### src/rtl/key_loader_pkg.sv
// ============================================================================
// Module      : key_loader_pkg
// Description : Shared width, state encoding and reset value for key_loader.
// Revision    : 1.0
// ============================================================================
`default_nettype none

package key_loader_pkg;

    localparam int KEY_W_DEFAULT = 8;

    typedef enum logic [1:0] {
        ST_IDLE   = 2'd0,
        ST_SHIFT  = 2'd1,
        ST_READY  = 2'd2,
        ST_LOCKED = 2'd3
    } state_t;

    localparam logic [KEY_W_DEFAULT-1:0] c_KEY_RESET = '0;

endpackage

`default_nettype wire

### src/rtl/key_loader_if.sv
// ============================================================================
// Module      : key_loader_if
// Description : Programming port and published-key bundle of key_loader.
// Revision    : 1.0
// ============================================================================
`default_nettype none

interface key_loader_if #(
    parameter int KEY_W = key_loader_pkg::KEY_W_DEFAULT
);
    logic             prog_en;
    logic             prog_valid;
    logic             prog_bit;
    logic             lock_req;
    logic [KEY_W-1:0] key;
    logic             key_valid;
    logic             locked;
    logic             err;

    // The provisioning agent drives the programming port.
    modport master (
        output prog_en, prog_valid, prog_bit, lock_req,
        input  key, key_valid, locked, err
    );

    // The key loader consumes programming traffic and publishes the key.
    modport slave (
        input  prog_en, prog_valid, prog_bit, lock_req,
        output key, key_valid, locked, err
    );
endinterface

`default_nettype wire

### src/rtl/key_loader_key_shift_reg.sv
// ============================================================================
// Module      : key_shift_reg
// Description : Serial MSB-first shadow register and bit counter.
// Revision    : 1.0
// ============================================================================
`default_nettype none

module key_shift_reg
    import key_loader_pkg::*;
#(
    parameter int KEY_W = KEY_W_DEFAULT
) (
    input  wire logic             clk,
    input  wire logic             rst_n,
    input  wire logic             clear,
    input  wire logic             shift_en,
    input  wire logic             data_bit,
    output logic      [KEY_W-1:0] next_shadow,
    output logic                  done
);
    localparam int CNT_W = $clog2(KEY_W + 1);

    logic [KEY_W-1:0] r_shadow;
    logic [CNT_W-1:0] r_count;

    // Shadow value including the bit being accepted this cycle.
    assign next_shadow = {r_shadow[KEY_W-2:0], data_bit};
    assign done        = shift_en && (r_count == CNT_W'(KEY_W - 1));

    always_ff @(posedge clk) begin
        if (!rst_n || clear) begin
            r_shadow <= '0;
            r_count  <= '0;
        end else if (shift_en) begin
            r_shadow <= next_shadow;
            r_count  <= done ? '0 : r_count + 1'b1;
        end
    end

endmodule

`default_nettype wire

### src/rtl/key_loader.sv
// ============================================================================
// Module      : key_loader
// Description : Serial key provisioning FSM with sticky lock and fault strobe.
// Revision    : 1.0
// ============================================================================
`default_nettype none

module key_loader
    import key_loader_pkg::*;
#(
    parameter int KEY_W = KEY_W_DEFAULT
) (
    input  wire logic  clk,
    input  wire logic  rst_n,
    key_loader_if.slave bus
);
    state_t           r_state;
    logic [KEY_W-1:0] r_key;
    logic             r_key_valid;
    logic             r_locked;
    logic             r_err;

    logic             w_clear;
    logic             w_shift_en;
    logic             w_done;
    logic [KEY_W-1:0] w_next_shadow;

    always_comb begin
        w_clear    = 1'b0;
        w_shift_en = 1'b0;
        case (r_state)
            ST_IDLE:  w_clear = bus.prog_en;
            ST_READY: w_clear = bus.prog_en && !bus.lock_req;
            ST_SHIFT: w_shift_en = bus.prog_en && bus.prog_valid;
            default:  ;
        endcase
    end

    key_shift_reg #(
        .KEY_W (KEY_W)
    ) u_shift (
        .clk         (clk),
        .rst_n       (rst_n),
        .clear       (w_clear),
        .shift_en    (w_shift_en),
        .data_bit    (bus.prog_bit),
        .next_shadow (w_next_shadow),
        .done        (w_done)
    );

    always_ff @(posedge clk) begin
        if (!rst_n) begin
            r_state     <= ST_IDLE;
            r_key       <= KEY_W'(c_KEY_RESET);
            r_key_valid <= 1'b0;
            r_locked    <= 1'b0;
            r_err       <= 1'b0;
        end else begin
            r_err <= 1'b0;
            case (r_state)
                ST_IDLE: begin
                    if (bus.lock_req) r_err <= 1'b1;
                    if (bus.prog_en) begin
                        r_state     <= ST_SHIFT;
                        r_key       <= KEY_W'(c_KEY_RESET);
                        r_key_valid <= 1'b0;
                    end
                end
                ST_SHIFT: begin
                    // Dropping prog_en aborts before any bit of that cycle is taken.
                    if (!bus.prog_en) begin
                        r_state <= ST_IDLE;
                        r_err   <= 1'b1;
                    end else begin
                        if (bus.lock_req) r_err <= 1'b1;
                        if (w_done) begin
                            r_state     <= ST_READY;
                            r_key       <= w_next_shadow;
                            r_key_valid <= 1'b1;
                        end
                    end
                end
                ST_READY: begin
                    if (bus.lock_req) begin
                        r_state  <= ST_LOCKED;
                        r_locked <= 1'b1;
                    end else if (bus.prog_en) begin
                        r_state     <= ST_SHIFT;
                        r_key       <= KEY_W'(c_KEY_RESET);
                        r_key_valid <= 1'b0;
                    end
                end
                ST_LOCKED: r_err <= bus.prog_en;
                default:   r_state <= ST_IDLE;
            endcase
        end
    end

    assign bus.key       = r_key;
    assign bus.key_valid = r_key_valid;
    assign bus.locked    = r_locked;
    assign bus.err       = r_err;

endmodule

`default_nettype wire
### src/flat_wrapper.sv
// flat-port wrapper written by rule: the top's interface ports become plain ports
module key_loader_flat import key_loader_pkg::*;
#(
    parameter int KEY_W = KEY_W_DEFAULT
)
  (clk, rst_n, bus_prog_en, bus_prog_valid, bus_prog_bit, bus_lock_req, bus_key, bus_key_valid, bus_locked, bus_err);
  key_loader_if #(.KEY_W(KEY_W)) bus_i ();
  input  wire logic clk;
  input  wire logic rst_n;
  input wire logic [$bits(bus_i.prog_en)-1:0] bus_prog_en;
  input wire logic [$bits(bus_i.prog_valid)-1:0] bus_prog_valid;
  input wire logic [$bits(bus_i.prog_bit)-1:0] bus_prog_bit;
  input wire logic [$bits(bus_i.lock_req)-1:0] bus_lock_req;
  output wire logic [$bits(bus_i.key)-1:0] bus_key;
  output wire logic [$bits(bus_i.key_valid)-1:0] bus_key_valid;
  output wire logic [$bits(bus_i.locked)-1:0] bus_locked;
  output wire logic [$bits(bus_i.err)-1:0] bus_err;
  assign bus_i.prog_en = bus_prog_en;
  assign bus_i.prog_valid = bus_prog_valid;
  assign bus_i.prog_bit = bus_prog_bit;
  assign bus_i.lock_req = bus_lock_req;
  assign bus_key = bus_i.key;
  assign bus_key_valid = bus_i.key_valid;
  assign bus_locked = bus_i.locked;
  assign bus_err = bus_i.err;
  key_loader #(.KEY_W(KEY_W)) u_core (.clk(clk), .rst_n(rst_n), .bus(bus_i));
endmodule
### config.mk
export PLATFORM = sky130hd
export DESIGN_NAME = key_loader_flat
export DESIGN_NICKNAME = d
export VERILOG_FILES = /design/src/rtl/key_loader_pkg.sv /design/src/rtl/key_loader_if.sv /design/src/rtl/key_loader_key_shift_reg.sv /design/src/rtl/key_loader.sv /design/src/flat_wrapper.sv
export SDC_FILE = /design/constraint.sdc
export NUM_CORES = 1
export LEC_CHECK = 0
export CORE_MARGIN = 2
export CORE_UTILIZATION = 57
export DETAILED_ROUTE_END_ITERATION = 10
export PLACE_DENSITY = 0.94
export SLEW_MARGIN = 5
export SYNTH_ARGS = -nofsm -noshare
export SYNTH_HDL_FRONTEND = slang
export SYNTH_SLANG_ARGS = --single-unit
### constraint.sdc
create_clock -name clk -period 3.4 [get_ports clk]
set_input_delay 0.51 -clock clk [delete_from_list [all_inputs] [get_ports clk]]
set_output_delay 0.51 -clock clk [all_outputs]
set_load 0.02 [all_outputs]
**Run 1: routed metal, one color a layer**

Only two layers are drawn.
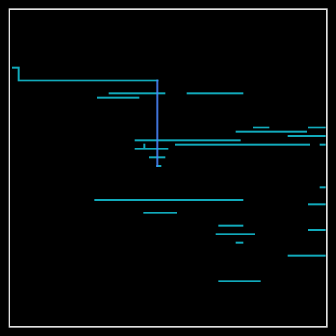
metal 3: marked cyan, wire length 174 µm. metal 4: marked blue, wire length 13.6 µm.
routed via count: 1069
WL/cell: 15.6 µm
Routed WL: 2660 µm
GRT Overall Usage: 23.3%

**Run 1: routing congestion map**

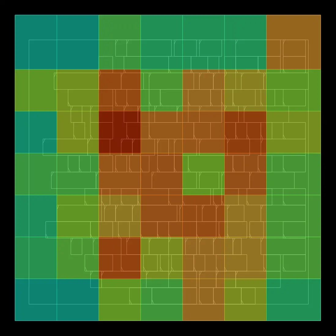
Final Util: 71.4%
GR peak layer: met2
met3 GRT Util: 3.87%
met1 Use GR: 29.2%
routing usage on met2: 41.2%

**Run 1: cell sizes after repair**

The bar under the picture is 20 µm long.
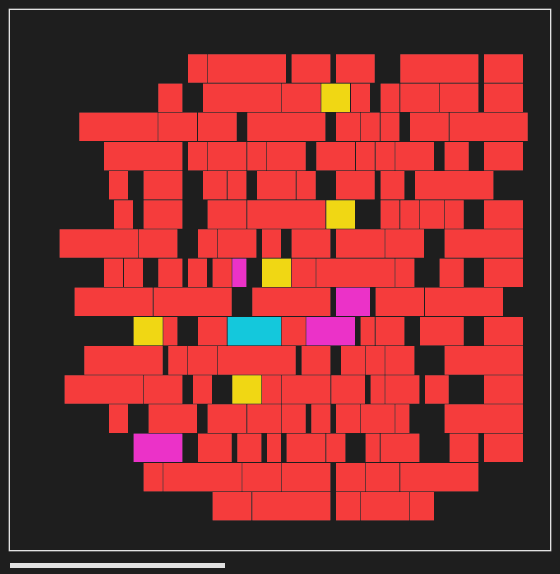
_6 and larger: marked cyan, cells 1, share 0.70%. _3 and _4 cells: marked yellow, cells 5, share 3.5%. _2 cells: marked magenta, cells 4, share 2.8%. _0 and _1 cells: marked red, cells 133, share 93%.
total of plain and repair buffers excluding clock buffers: 18
Synth-to-Final Area Change: 16.8%
final worst slack: 1200 ps
design area: 0.00143 mm²

==> results.toml, run 1 <==
# yosys + openroad results
[drt]
vias_per_cell = 6.29
drt-met1-wl_um = 1120
met2WireLength_um = 1350
drc = 0
first_pass_iters = 5
drtAntennaViolNets = 0
drtIter0Drc = 36

[logic_synthesis]
numSynthFlops = 24
edf_count = 0
synthAdderAreaFrac_pct = 6.13
yosys.area_share.aoi_pct = 20.7
ff_type = "dfxtp_1"
syn_inst = 130
ys_types = 37
postSynthSeqShare_pct = 39.3
ys_async_sr_fraction_pct = 0
netlist_area_mm2 = 0.00122
mux_share_pct = 8.18
yosys.area_share.xor_xnor_pct = 0.716
syn_avg_cell_area_um2 = 9.41
yosys_cells = 130
syn_nets = 142
ys_top_logic_family = "AND-OR/OR-AND gates"
simple_gate_area_share_pct = 20.6
yosys_area_mm2 = 0.00122

[cells_and_area]
nNetsFinal = 156
nFlopsAndLatches = 24
final-comb-area_um2 = 688
seq_area_share_pct = 33.6
logic_gate_count = 93
final_cell_mix = "dfxtp_1, clkdlybuf4s50_1, nand3_1"
bufAreaShareNonClock_pct = 12.3
final-clk-cell-share_pct = 2.54
layout.cells.non_filler = 170
biggestCellCategory = "logic gates"
diodes = 0
ff_latch_area_um2 = 480
layout-drive-gt1-share_pct = 6.99
fillCellCount = 145
clock_buffers = 4
n_all_inverters = 4
layout_top_cell = "dfxtp_1"

[power_and_ir_drop]
vdd_ir_drop_max_uv = 310
switching_power_uw = 138
combinationalPowerShare_pct = 13.9
maxPowerGroup = "sequential cells"
total_power_uw = 515
seq_power_uw = 290
power_density_mw_per_mm2 = 360
comb_cell_power_uw = 71.7
switching_share_pct = 26.9
power_clock_uw = 153

[critical_path]
reg2reg_slack_ps = 1200
worstReg2RegEnd = "u_core.u_shift.r_count[3]$_SDFFE_PP0P_"
cp-end-kind = "register"
cp.depth = 4
r2r_start = "u_core.r_state[0]$_SDFFE_PN0P_"
path_max_fanout = 14
cp_data_arrival_time_ps = 2440
startpoint_type = "register"
worstSetupEndpoint = "u_core.u_shift.r_count[3]$_SDFFE_PP0P_"
max_stage_delay_ps = 530
critPathRequiredTime_ps = 3640
r2r_cells = 4
crit_chain = "ha_1 > nand3_1 > or4_1 > a211oi_1"
critPathKind = "reg -> reg"
crit_slowest_cell = "dfxtp_1"
path_buffers = 0
cp_top_family = "simple AND/OR/NAND/NOR gates"

[sta]
post-route-min-period_ps = 2200
max_freq_mhz = 455
hold_ws_ps = 483
report.final.slew_viol_count = 0
fin_tns_setup_ps = 0
setup_viol = 0
slew-limit-headroom_pct = 60.5
worst_pin_slew_ps = 591

[outcome]
status = "completed"

[floorplan]
fp.dieH_um = 50.3
rows = 16
taps = 27
io_pins = 17
die_area_mm2 = 0.00253
core_mm2 = 0.00200
initial_utilization_pct = 61.1

[clock_network]
clockBufferDepth = 2
cts_tree = "built"
root_buffer = "clkbuf_4"
clk_latency_ps = 310
clk_pin_slew_worst_paths_ps = 140
cts_max_level = 1
cts_sinks = 24

[worst_hold_path]
holdCritPathClass = "reg -> reg"
worstHoldEndpoint = "u_core.bus.locked$_SDFFE_PN0N_"
hp-start = "u_core.bus.locked$_SDFFE_PN0N_"
hold-path-cell-count = 1

[place]
pre_cts_slack_ps = 899
place_inst = 166
gp_congestion = 0.830
place_hpwl_um = 1840

[grt]
antenna_found_initial = 0
grt_pass1_vias = 1027
grt_overflow_total = 0

[job]
drv_cap = 0
tool_warnings = 30
==> run 1: cell usage after synthesis (all sizes together), types with 2 or more instances <==
cell type | number | area, µm²
a211oi | 3 | 27.5
a21oi | 9 | 45.0
a221o | 8 | 80.1
and2 | 10 | 62.6
buf | 3 | 17.5
clkbuf | 6 | 22.5
dfxtp | 24 | 480
ha | 6 | 75.1
inv | 4 | 15.0
mux2i | 10 | 100
nand2 | 3 | 11.3
nand3 | 11 | 55.1
nor2b | 3 | 18.8
nor3 | 9 | 45.0
o21a | 2 | 15.0
o21ai | 3 | 18.8
==> run 1: sequential cells by signal, summed over array words and instances (netlist names) <==
signal,count
u_core.bus.err,1
u_core.bus.key,8
u_core.bus.key_valid,1
u_core.bus.locked,1
u_core.r_state,2
u_core.u_shift.r_count,4
u_core.u_shift.r_shadow,7
==> inputs of run 2 (changes only) <==
--- a/config.mk
+++ b/config.mk
@@ -6,9 +6,9 @@
 export NUM_CORES = 1
 export LEC_CHECK = 0
 export CORE_MARGIN = 2
-export CORE_UTILIZATION = 57
+export CORE_UTILIZATION = 53
 export DETAILED_ROUTE_END_ITERATION = 10
-export PLACE_DENSITY = 0.94
+export PLACE_DENSITY = 0.89
 export SLEW_MARGIN = 5
 export SYNTH_ARGS = -nofsm -noshare
 export SYNTH_HDL_FRONTEND = slang
==> constraint.sdc (replaced) <==
create_clock -name clk -period 2.1 [get_ports clk]
set_input_delay 0.315 -clock clk [delete_from_list [all_inputs] [get_ports clk]]
set_output_delay 0.315 -clock clk [all_outputs]
set_load 0.02 [all_outputs]
**Run 2: cell sizes after repair**

The bar under the picture is 20 µm long.
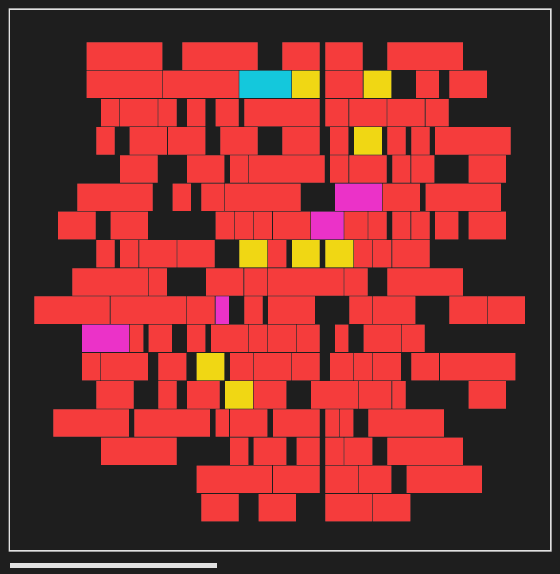
_2 cells: marked magenta, cells 4, share 2.7%. _3 and _4 cells: marked yellow, cells 8, share 5.5%. _0 and _1 cells: marked red, cells 133, share 91%. _6 and larger: marked cyan, cells 1, share 0.68%.
final worst slack: 245 ps
design area: 0.00145 mm²
Synth-to-Final Area Change: 18.7%
total of plain and repair buffers excluding clock buffers: 21

==> run 2 against run 1 <==
Net effect: first-iteration DRC count up 22%; setup slack got worse by 960 ps; cell count increased by 2.4%; non-clock buffer count rose by 3; combinational power grew about 70%; synthesized cell count is the same; via count fell by 1.2%; hold slack better by 11 ps; global-route usage decreased by 0.80 points; critical endpoint unchanged.
==> results.toml, run 2 <==
# yosys + openroad results
[power_and_ir_drop]
combinationalPowerShare_pct = 14.6
comb_cell_power_uw = 122
power_clock_uw = 248
seq_power_uw = 469
switching_power_uw = 224
total_power_uw = 839
switching_share_pct = 26.7
power.internal_uw = 615
vdd_ir_drop_max_uv = 384
power_density_mw_per_mm2 = 578
maxPowerGroup = "sequential cells"
clockPowerShare_pct = 29.5

[cells_and_area]
final-clk-cell-share_pct = 2.50
nNetsFinal = 159
nFlopsAndLatches = 24
ff_latch_area_um2 = 480
final_cell_mix = "dfxtp_1, clkdlybuf4s50_1, nand3_1"
logic_gate_count = 93
layout_top_cell = "dfxtp_1"
comb_area_share_pct = 47.4
diodes = 0
biggestCellCategory = "logic gates"
layout-drive-gt1-share_pct = 8.90
layout.cells.non_filler = 174
largest_reg_flops = 8
seq_area_share_pct = 33.1
clock_buffers = 4
n_all_inverters = 4
fin_util_pct = 66.3
final-comb-area_um2 = 688
bufAreaShareNonClock_pct = 13.6
fillCellCount = 181

[logic_synthesis]
top_area_cell = "dfxtp_1"
ys_warn_count = 0
yosys_area_mm2 = 0.00122
syn_inst = 130
ys_types = 37
edf_count = 0
top_cells_by_count = "dfxtp_1, nand3_1, and2_1, mux2i_1"
netlist_area_mm2 = 0.00122
yosysMostFrequentCell = "dfxtp_1"
yosys_cells = 130
ff_type = "dfxtp_1"
top_cell_area_share_pct = 39.3
syn_avg_cell_area_um2 = 9.41
area_leaders = "dfxtp_1, mux2i_1, a221o_1"
postSynthSeqShare_pct = 39.3
ys_async_sr_fraction_pct = 0
syn_nets = 142
numSynthFlops = 24

[critical_path]
startpoint = "u_core.r_state[0]$_SDFFE_PN0P_"
critPathRequiredTime_ps = 2340
r2r_cells = 4
worstSetupEndpoint = "u_core.u_shift.r_count[3]$_SDFFE_PP0P_"
cp-end-kind = "register"
cp_data_arrival_time_ps = 2100
r2r_start = "u_core.r_state[0]$_SDFFE_PN0P_"
path_max_fanout = 9
startpoint_type = "register"
reg2reg_slack_ps = 240
worstReg2RegEnd = "u_core.u_shift.r_count[3]$_SDFFE_PP0P_"
critPathKind = "reg -> reg"

[sta]
setup_viol = 0
post-route-min-period_ps = 1860
max_freq_mhz = 539
hold_ws_ps = 494
worst_pin_slew_ps = 425
grt_setup_unrepaired = "false"
report.final.slew_viol_count = 0
period_used_pct = 88.4
fin_skew_ps = 6.16
slew-limit-headroom_pct = 71.0
fin_tns_setup_ps = 0

[grt]
grt_pass1_wl_um = 4510
grt_overflow_total = 0
grt_pass1_vias = 977
grt_usage_pct = 22.5
antenna_found_initial = 0

[place]
numPortBuffers = 16
gp_congestion = 0.898
place_inst = 170
place_hpwl_um = 1950
pre_cts_slack_ps = 203

[floorplan]
taps = 28
core_mm2 = 0.00219
fp.dieH_um = 52.1
rows = 17
io_pins = 17
initial_utilization_pct = 55.9
die_area_mm2 = 0.00271

[drt]
drtIter0Drc = 44
wl_um = 2740
wl_per_cell_um = 15.7
first_pass_iters = 4
vias_per_cell = 6.07
drtAntennaViolNets = 0
via_count = 1056
drc = 0

[worst_hold_path]
hold-path-cell-count = 1
holdCritPathClass = "reg -> reg"
hp-start = "u_core.bus.locked$_SDFFE_PN0N_"
worstHoldEndpoint = "u_core.bus.locked$_SDFFE_PN0N_"

[clock_network]
clk_latency_ps = 320
cts_inserted_buffers = 3
clk_pin_slew_worst_paths_ps = 130
cts_setup_buffers = 0
cts_sinks = 24
ctsHoldBuffers = 0
cts_tree = "built"
cts_max_level = 1
clockBufferDepth = 2
root_buffer = "clkbuf_4"

[outcome]
status = "completed"

[job]
drv_cap = 0
tool_warnings = 30
run 2: cell count changes in the layout (fill, tap and decap cells not counted):
| cell | previous run | this run |
|---|---|---|
| buf_4 | 2 | 5 |
run 2: critical path: stages (launching register included):
cell	delay (ps)
dfxtp_1	510
ha_1	370
nand3_1	150
or4_1	490
a211oi_1	260
run 2: kinds of logic after synthesis:
logic type / synth area share, %
AND-OR/OR-AND: 20.7
XOR/XNOR: 0.716
multiplexers: 8.18
adder cells (fa/ha/maj): 6.13
flip-flops: 39.3
AND/OR/NAND/NOR: 20.6
buffers and inverters: 4.50
run 2: layer usage:
layer,track usage [%],wire [µm],vias to the layer above
li1,-,-,519
met1,30.4,1260,498
met2,36.3,1300,34
met3,3.45,132,5
met4,7.89,44,0
met5,0,0,-
Power figures rest on the tool's default switching activity, not on a simulated workload.
